Fig. 1: M4 wires
Scale: 1 px per um. Supply wires on this layer in grey.
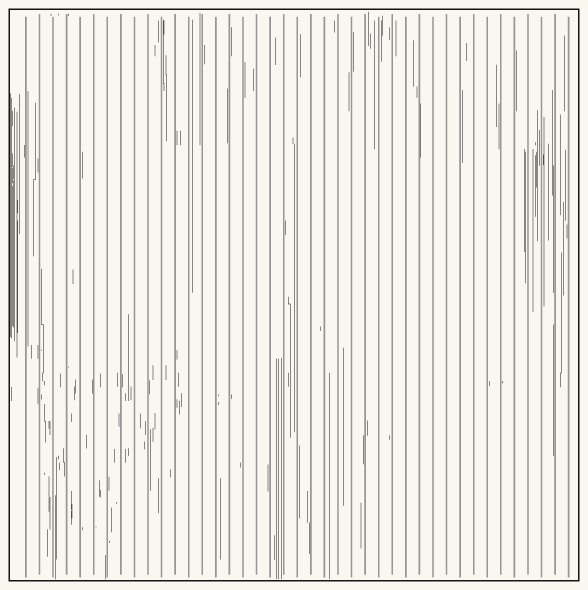
Fig. 2: clock network drawn from the DEF
Scale: 1 px per um.
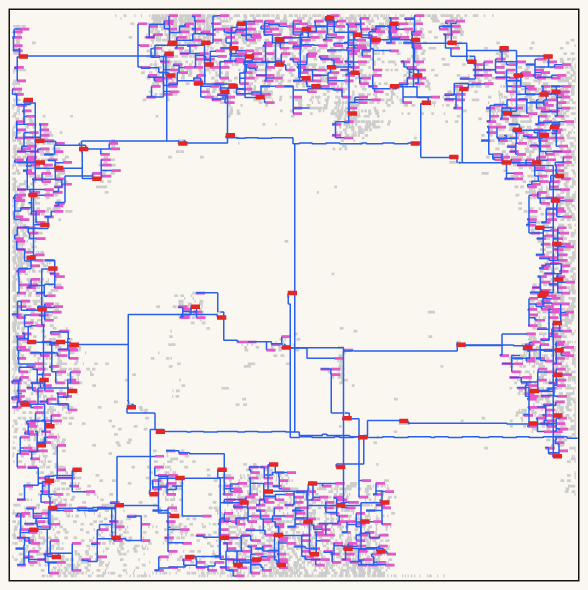
Fig. 3: routed metal per tile
Scale: 0.5 px per um. The die is cut into 28 by 28 equal tiles; white is low, dark blue is high, scaled to the fullest tile. Values are wire area over tile area, all layers added.
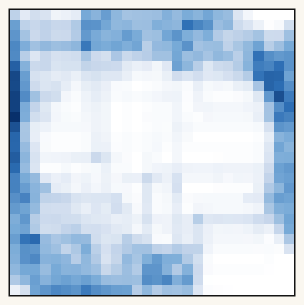
Fig. 4: track usage over the die
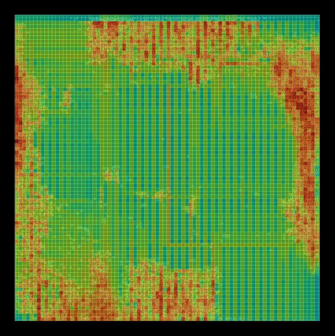
==> config.mk <==
export PLATFORM = sky130hd
export DESIGN_NAME = hash160_ctrl_flat
export DESIGN_NICKNAME = d
export VERILOG_FILES = /design/src/rtl/hash160_pkg.sv /design/src/rtl/hash160_if.sv /design/src/rtl/hash160_msg_buf.sv /design/src/rtl/hash160_ctrl.sv /design/src/flat_wrapper.sv
export SDC_FILE = /design/constraint.sdc
export NUM_CORES = 1
export LEC_CHECK = 0
export CAP_MARGIN = 30
export CORE_AREA = 2 2 566 568
export DETAILED_ROUTE_END_ITERATION = 8
export DIE_AREA = 0 0 568 570
export SYNTH_ARGS = -nofsm -noshare
export SYNTH_HDL_FRONTEND = slang
export SYNTH_HIERARCHICAL = 1
export SYNTH_SLANG_ARGS = --single-unit
==> constraint.sdc <==
create_clock -name clk -period 3.6 [get_ports clk]
set_input_delay 0.36 -clock clk [delete_from_list [all_inputs] [get_ports clk]]
set_output_delay 0.36 -clock clk [all_outputs]
set_load 0.02 [all_outputs]
==> results.ini <==
[outcome]
outcome=completed

[global_routing]
grt_first_pass_wirelength_um=319000
first_global_vias=34300
grt_overflow_total=0
antenna_violations_before_repair=119
grt_start_max_net_pins=178

[flow_run]
drv.max_cap_violation_count=0
stage_log_warnings=36

[die]
core_um2=317000
die_w_um=568
floorplanUtilization_pct=12.9
die-area_um2=324000
die_y_um=570
rows=207
io-pin-count=1473

[layout]
max_reg_flops=512
lay_top_cells=1347 x nand2_1, 1209 x clkdlybuf4s50_1, 960 x dfrtp_1
finish.instance_area_um2=64400
fillers=34600
layout_top_cell_excl_fill_tap=nand2_1
area_growth_pct=56.9
final_layout_size_suffix_gt1_share_pct=17.3
area.combinational_um2=15200
final_nets=5716
area.sequential_um2=24100

[sta]
hold_viol=0
top_achievable_clock_speed_mhz=308
max_slew.worst_pin.slew_ns=0.984
min_period_over_period_pct=90.3
finalWorstPathRequiredPeriod_ns=3.25
final.setup.tns_ns=0
setup_viol=0
final-max-slew-violation-count=0

[setup_path]
crit_path_max_fanout=10
startpoint_type=flip-flop
crit_path_max_incr_delay_ns=0.53
critical_path_required_ns=4.30
rr_worst_depth=10
critPathTopFamily=buffers and inverters
crit_path_frequent_cell=buf_4
worstSetupPathType=reg -> reg
cp-end-kind=flip-flop
worstPathArrival_ns=3.95
cell_chain_critical_path=ha_1, buf_4, a31o_2, a311oi_1, buf_4, nand2_1, buf_4, nor3_2, buf_4, mux2_2
timing.critical_path.slowest_stage_cell=nor3_2
reg2reg_slack_ns=0.35

[cts]
cts.root.buffer_cell=clkbuf_16
cts_max_path_buffers=4
clock_tree.htree_level_count=3
postCtsResizedCells=0
clock_slew_at_the_register_clock_pins_of_the_worst_setup_and_hold_paths_ns=0.06
cts.sink_count=962
cts_post_setup_buffers_inserted=0
tritoncts.num_buffers=120

[synthesis]
syn-instance-count=3766
netlist_area_um2=41100
ys_warn_count=6
post_synth.cell_area_avg_um2=10.9

[drt]
detail_route.first_pass.iterations=5
ant_nets=0
drt-initial-drc-count=2275

[placed_design]
gp_congestion=0.965
dpl.hpwl_um=197000
area_post_placement_um2=58100

[power_and_ir_drop]
fin_total_pwr_mw=45.9

[hold_path]
whs_path_depth=2

Notes on Fig. 1 above:
longest straight run: 288 um
main direction: vertical
share of all routed wire: 3.6%
final WL: 241000 um
via count of the routed design: 33.6k

Notes on Fig. 2 above:
[clock wires] blue | length: 16400 um
[flip-flops] magenta | count: 962
[cells driving clock nets] red | count: 120
routed clock nets: 121
flops lie: widely spread
clock latency of the later-clocked register in the worst-skew pair: 0.86 ns
share of power burned in the clock network: 27.6%
final setup skew: 0.0789 ns

Notes on Fig. 3 above:
emptiest ninth of the die: centre
densest ninth of the die: lower left
fullest tile: 0.53
nearly empty tiles: 14%
mean over tiles: 0.13
Global Route Usage Sum: 14.4%
routed length per instance: 25.1 um

Notes on Fig. 4 above:
utilization after layout: 20.3%
most crowded layer after global routing: met2
global routing usage on met1: 17.1%

[worst reg2reg max path: stages, from the launching register on]
cell and delay [ns]:
dfrtp_1 0.45, ha_1 0.24, buf_4 0.17, a31o_2 0.24, a311oi_1 0.29, buf_4 0.18, nand2_1 0.10, buf_4 0.23
nor3_2 0.53, buf_4 0.31, mux2_2 0.36
[area by class of cell]
| type | count | share of cell area, % |
|---|---|---|
| Antenna cell | 31 | 0.120 |
| Multi-Input combinational cell | 2598 | 23.6 |
| Tap cell | 4180 | 8.12 |
| Clock inverter | 57 | 1.05 |
| Sequential cell | 962 | 37.4 |
| Timing Repair Buffer | 1587 | 24.4 |
| Clock buffer | 162 | 5.26 |
| Inverter | 11 | 0.0757 |
[power breakdown]
| group | internal (mW) | switching, mW |
|---|---|---|
| combinational | 7.17 | 10.7 |
| clock | 7.34 | 5.30 |
| sequential | 13.6 | 1.81 |
[routing by layer]
layer  vias up  global-route usage, %  routed length (um)  share of wire, %
li1      14900                      -                   -                 -
met1     16900                   17.1               95800                40
met2      1435                   22.8              109000                45
met3       381                   6.71               27500                11
met4        34                   4.78                8590               3.6
met5         -                      0                 212             0.088
[per-stage QoR]
stage	setup slack, ns	cells	utilization [%]	hold WS, ns
6_report	0.350	9588	20.3	0.0749
5_1_grt	0.327	9574	20.3	0.0257
4_1_cts	0.421	9557	20.3	0.00000139
3_5_place_dp	0.0881	9117	18.3	0.458
3_3_place_gp	0.0883	9117	18.3	0.452
2_1_floorplan	0.876	4019	-	0.0644
[repair_timing]
item	4_1_cts	5_1_grt
hold buffers	221	0
setup endpoints to repair	0	0
hold endpoints to repair	418	0
Power figures rest on the tool's default switching activity, not on a simulated workload.
